logic_types.png
(4 px per um)
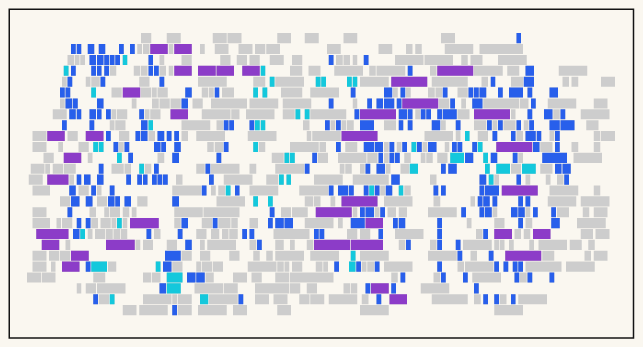
detail.png
Window x 63 to 93, y 10 to 40 um. Cells in grey, sequential cells in the stronger grey; small squares are vias.
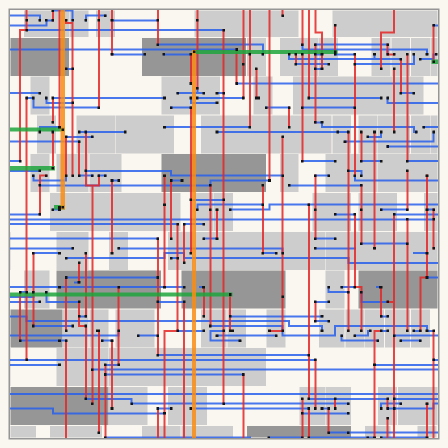
## src/rtl/seq_arith_unit.sv

```systemverilog
// Sequential add/sub/multiply unit with valid/ready handshaking on both sides.
// Multiply is shift-add, one partial product per cycle; the result register only loads on completion.
module seq_arith_unit #(
    parameter int N = 8
) (
    input  logic           clk,
    input  logic           rst,
    input  logic           in_valid,
    output logic           in_ready,
    input  logic [1:0]     op,
    input  logic [N-1:0]   x,
    input  logic [N-1:0]   y,
    input  logic           cin,
    output logic           out_valid,
    input  logic           out_ready,
    output logic [2*N-1:0] result,
    output logic           cout,
    output logic           err
);

    localparam int CW = $clog2(N);

    typedef enum logic [1:0] {
        S_IDLE = 2'd0,
        S_MUL  = 2'd1,
        S_DONE = 2'd2
    } state_t;

    state_t           state_q, state_d;
    logic [CW-1:0]    cnt_q, cnt_d;
    logic [2*N-1:0]   mcand_q, mcand_d;
    logic [N-1:0]     mplier_q, mplier_d;
    logic [2*N-1:0]   acc_q, acc_d;
    logic [2*N-1:0]   result_q, result_d;
    logic             cout_q, cout_d;
    logic             err_q, err_d;
    logic             in_ready_q, in_ready_d;
    logic             out_valid_q, out_valid_d;

    logic             accept_s;
    logic             handshake_s;
    logic [N:0]       sum_s;
    logic [N:0]       diff_s;
    logic [2*N-1:0]   pp_s;

    // State, datapath and handshake registers with synchronous reset
    always_ff @(posedge clk) begin
        if (rst) begin
            state_q     <= S_IDLE;
            cnt_q       <= '0;
            mcand_q     <= '0;
            mplier_q    <= '0;
            acc_q       <= '0;
            result_q    <= '0;
            cout_q      <= 1'b0;
            err_q       <= 1'b0;
            in_ready_q  <= 1'b1;
            out_valid_q <= 1'b0;
        end else begin
            state_q     <= state_d;
            cnt_q       <= cnt_d;
            mcand_q     <= mcand_d;
            mplier_q    <= mplier_d;
            acc_q       <= acc_d;
            result_q    <= result_d;
            cout_q      <= cout_d;
            err_q       <= err_d;
            in_ready_q  <= in_ready_d;
            out_valid_q <= out_valid_d;
        end
    end

    // Next-state logic, operation capture and multiply stepping
    always_comb begin
        state_d     = state_q;
        cnt_d       = cnt_q;
        mcand_d     = mcand_q;
        mplier_d    = mplier_q;
        acc_d       = acc_q;
        result_d    = result_q;
        cout_d      = cout_q;
        err_d       = err_q;

        accept_s    = in_valid & in_ready_q;
        handshake_s = out_valid_q & out_ready;
        sum_s       = {1'b0, x} + {1'b0, y} + {{N{1'b0}}, cin};
        diff_s      = {1'b0, x} + {1'b0, ~y} + {{N{1'b0}}, 1'b1};
        // Multiplicand is pre-shifted each step, so bit 0 of the multiplier selects it
        pp_s        = mplier_q[0] ? mcand_q : {(2*N){1'b0}};

        case (state_q)
            S_IDLE: begin
                if (accept_s) begin
                    case (op)
                        2'b00: begin
                            result_d = {{N{1'b0}}, sum_s[N-1:0]};
                            cout_d   = sum_s[N];
                            err_d    = 1'b0;
                            state_d  = S_DONE;
                        end
                        2'b01: begin
                            result_d = {{N{1'b0}}, diff_s[N-1:0]};
                            cout_d   = diff_s[N];
                            err_d    = 1'b0;
                            state_d  = S_DONE;
                        end
                        2'b10: begin
                            mcand_d  = {{N{1'b0}}, x};
                            mplier_d = y;
                            acc_d    = {(2*N){1'b0}};
                            cnt_d    = {CW{1'b0}};
                            err_d    = 1'b0;
                            state_d  = S_MUL;
                        end
                        default: begin
                            result_d = {(2*N){1'b0}};
                            cout_d   = 1'b0;
                            err_d    = 1'b1;
                            state_d  = S_DONE;
                        end
                    endcase
                end else begin
                    state_d = S_IDLE;
                end
            end
            S_MUL: begin
                acc_d    = acc_q + pp_s;
                mcand_d  = mcand_q << 1;
                mplier_d = mplier_q >> 1;
                cnt_d    = cnt_q + CW'(1);
                if (cnt_q == CW'(N - 1)) begin
                    result_d = acc_q + pp_s;
                    cout_d   = 1'b0;
                    state_d  = S_DONE;
                end else begin
                    state_d  = S_MUL;
                end
            end
            S_DONE: begin
                if (handshake_s) begin
                    state_d = S_IDLE;
                end else begin
                    state_d = S_DONE;
                end
            end
            default: begin
                state_d = S_IDLE;
            end
        endcase

        in_ready_d  = (state_d == S_IDLE);
        out_valid_d = (state_d == S_DONE);
    end

    assign in_ready  = in_ready_q;
    assign out_valid = out_valid_q;
    assign result    = result_q;
    assign cout      = cout_q;
    assign err       = err_q;

endmodule

```

## config.mk

```make
export PLATFORM = sky130hd
export DESIGN_NAME = seq_arith_unit
export DESIGN_NICKNAME = d
export VERILOG_FILES = /design/src/rtl/seq_arith_unit.sv
export SDC_FILE = /design/constraint.sdc
export NUM_CORES = 1
export LEC_CHECK = 0
export ABC_AREA = 1
export CAP_MARGIN = 20
export CORE_ASPECT_RATIO = 0.5
export CORE_MARGIN = 4
export CORE_UTILIZATION = 39
export CTS_CLUSTER_SIZE = 28
export DETAILED_ROUTE_END_ITERATION = 6
export PLACE_DENSITY_LB_ADDON = 0.1
export SLEW_MARGIN = 20
export SYNTH_ARGS = -nofsm -noshare
export SYNTH_HDL_FRONTEND = slang
export SYNTH_SLANG_ARGS = --single-unit
```

## constraint.sdc

```tcl
create_clock -name clk -period 2.01 [get_ports clk]
set_clock_uncertainty 0.05 [all_clocks]
set_input_delay 0.201 -clock clk [delete_from_list [all_inputs] [get_ports clk]]
set_output_delay 0.201 -clock clk [all_outputs]
set_load 0.01 [all_outputs]
```

==> flow_summary.json <==
{
  "fp_nets": 696,
  "cp-startpoint": "mplier_q[0]",
  "r2r.worst_path.cells": 13,
  "io_buffers": 42,
  "antenna_found_initial": 0,
  "cp.buffers_inverters": 1,
  "vias_per_cell": 4.92,
  "fmax_ghz": 0.501,
  "power_switching_share_pct": 27.2,
  "edf_count": 0,
  "warnings": 34,
  "top_layer_used": "met4",
  "pwr-share-comb_pct": 20.2,
  "syn_to_final_growth_pct": 35.7,
  "holdBufCountCts": 0,
  "slew_headroom_pct": 73.6,
  "r2r-start": "mplier_q[0]",
  "drc": 0,
  "synth_area_mm2": 0.00425,
  "hpwl_um": 8970,
  "fin_crit_ns": 2.00,
  "setup_viol": 0,
  "path_delay_family": "simple AND/OR/NAND/NOR gates",
  "p_clk_mw": 1.66,
  "wl_per_cell_um": 13.8,
  "top_cell_area_share_pct": 30.6,
  "numSynthFlops": 65,
  "powerDensity_mw_per_mm2": 668,
  "fp_util_pct": 40.9,
  "powerComb_mw": 0.779,
  "tns_ns": 0,
  "ff_type": "dfxtp_1",
  "die_h_um": 81.8,
  "drive_gt1_share_pct": 21.0,
  "clock_sinks": 65,
  "final_nets": 782,
  "cts_buffer_depth": 2,
  "critPathSlowestCell": "dfxtp_4",
  "p_leak_nw": 2.66,
  "top_area_cell": "dfxtp_1",
  "top_cell": "nand2_1",
  "ys_async_sr_fraction_pct": 0,
  "cp-start-kind": "flop",
  "ys_area_mm2": 0.00425,
  "p_seq_mw": 1.42,
  "finalHoldViolations": 0,
  "core_area_mm2": 0.0104,
  "slew_viol_final": 0,
  "critPathRequiredTime_ns": 2.23,
  "grt_max_degree": 35,
  "met3_wirelength_um": 486,
  "final_area_mm2": 0.00577,
  "ys_warn_count": 0,
  "hold_depth": 4,
  "power.group.top": "clock",
  "worst_pin_slew_ns": 0.396,
  "clk_pin_slew_ns": 0.06,
  "worst_hold_path.endpoint": "mcand_q[0]",
  "wl_um": 12000,
  "cp-end-kind": "flop",
  "total_power_mw": 3.85,
  "hp-start": "x[0]",
  "period_used_pct": 99.3,
  "die_width_um": 156,
  "max_stage_delay_ns": 0.36,
  "yosysUniqueCellTypes": 36,
  "antenna_cells": 0,
  "path_max_fanout": 4,
  "cts_setup_buffers": 1,
  "postSynthSeqShare_pct": 30.6,
  "drt_pre_antenna_iters": 6,
  "grt_pass1_vias": 4144,
  "cts_tree": "done",
  "reg2reg_slack_ns": 0.01,
  "grtUsageTotal_pct": 19.6,
  "final_cells": 868,
  "wl_met1_um": 6070,
  "cp_cell_sequence": "nand2_2, inv_2, ha_4, fa_2, nand3_2, nand3b_1, nand2_1, nand2_2, nand2_2, nand2_2, nand2_2, nand3_4, a21oi_2",
  "rsz0062_at_grt": "true",
  "postSynthCellCount": 637,
  "status": "finished clean",
  "htreeDepth": 3,
  "clk-insertion-delay-late_ns": 0.34,
  "common_cells": "nand2_1 (193), inv_1 (79), a21oi_1 (65), dfxtp_1 (65), nand3_1 (46)",
  "ir_worst_vdd_mv": 0.323,
  "cts_resized": 16,
  "placed_cell_area_mm2": 0.00512,
  "synth.top_cells.by_area": "dfxtp_1 (31%), nand2_1 (17%), ha_1 (9.4%)",
  "vias": 4272,
  "grt_pass1_wl_um": 19900,
  "placed_cells": 850,
  "ios": 43,
  "chip_area_mm2": 0.0127,
  "p_int_mw": 2.80,
  "hp-class": "input pin to flop",
  "drt_iter0_drc": 245,
  "place_congestion": 0.901,
  "yosys_cells": 637,
  "seqPwrFrac_pct": 36.8,
  "arrival_ns": 2.22,
  "drv_cap": 0,
  "numCtsBuffers": 9,
  "clock-root-buffer": "clkbuf_16",
  "crit_type": "flop to flop",
  "avgSynthCellArea_um2": 6.68,
  "fillers": 1044,
  "wl_met2_um": 5380,
  "cpMostUsedCell": "nand2_2",
  "rows": 26,
  "postRouteAntennaNets": 0,
  "timing.rr.end": "result[14]",
  "grt.overflow.total": 0,
  "p_clk_share_pct": 43.0,
  "p_sw_mw": 1.05
}
-- logic_types.png (at the start) --
legend:
  nor cells:
    colour: cyan
    cells: 50
  fa/ha/maj cells:
    colour: purple
    cells: 36
  nand cells:
    colour: blue
    cells: 252

-- detail.png (at the start) --
legend:
  metal 3:
    colour: green
  metal 2:
    colour: red
  metal 4:
    colour: orange
  metal 1:
    colour: blue
sequential cells in the window: 8
most frequent: nand2_1 (14), dfxtp_1 (7)
netlist names of flops here include: `acc_q` (3), `result` (3)
cells with their middle in the window: 70

[cell families after synthesis]
logic type      count (synthesis)  synth area share [%]
buf+inv                       107                  11.2
xor+xnor                        1                 0.206
compound gates                119                  15.9
fa+ha+maj                      36                  11.3
simple gates                  309                  30.8
flops                          65                  30.6
[layout make-up]
type                       count  area, um2  share of cell area [%]
sequential                    65       1310                    22.6
tap                          140        175                    3.04
multi-input combinational    465       2790                    48.4
timing repair buffer         101        882                    15.3
clock buffer                  10        229                    3.97
inverter                      81        307                    5.31
clock inverter                 6       82.6                    1.43
[through the flow]
stage	util, %	hold WS, ns	worst slack (ns)
after floorplan	-	0.229	0.00579
after global placement	49.2	0.401	-0.261
after detailed placement	49.2	0.406	-0.294
after CTS	52.7	0.414	0.00161
after global routing	55.4	0.349	-0.122
final	55.4	0.295	0.0137
[sequential cells by signal (all words and copies together) (netlist names)]
name,cells
err,1
cout,1
in_ready,1
mcand_q,16
result,16
mplier_q,8
acc_q,16
out_valid,1
state_q,2
cnt_q,3
[cells in the final DEF, fill, tap and decap left out, drive strengths merged, types with 4 or more instances in the layout]
cell           synthesis  final
o21ai                 31     31
a31oi                 10     10
nand3                 46     46
ha                    32     32
a21oi                 65     65
inv                   81     81
clkdlybuf4s50          0     40
clkbuf                10     10
buf                   15     59
and2                   5      5
fa                     4      4
nor2                  45     45
nand3b                 7      7
o221ai                 9      9
nor3                   5      5
nand2                197    197
dfxtp                 65     65
[worst max-delay path by stage]
| stage | cells past startpoint | to |
|---|---|---|
| finish | 13 | result[14] |
| global placement | 13 | cout |
| global route | 11 | result[15] |
| detailed placement | 13 | cout |
| floorplan | 14 | acc_q[13] |
| CTS | 11 | result[15] |
[layer usage]
layer  GRT usage, %  vias up
met2           32.9       67
met4           4.72        0
li1               -     2236
met3           3.68        5
met1           26.3     1964
met5              0        -
No activity file was given, so power comes from the tool's default toggle rates.
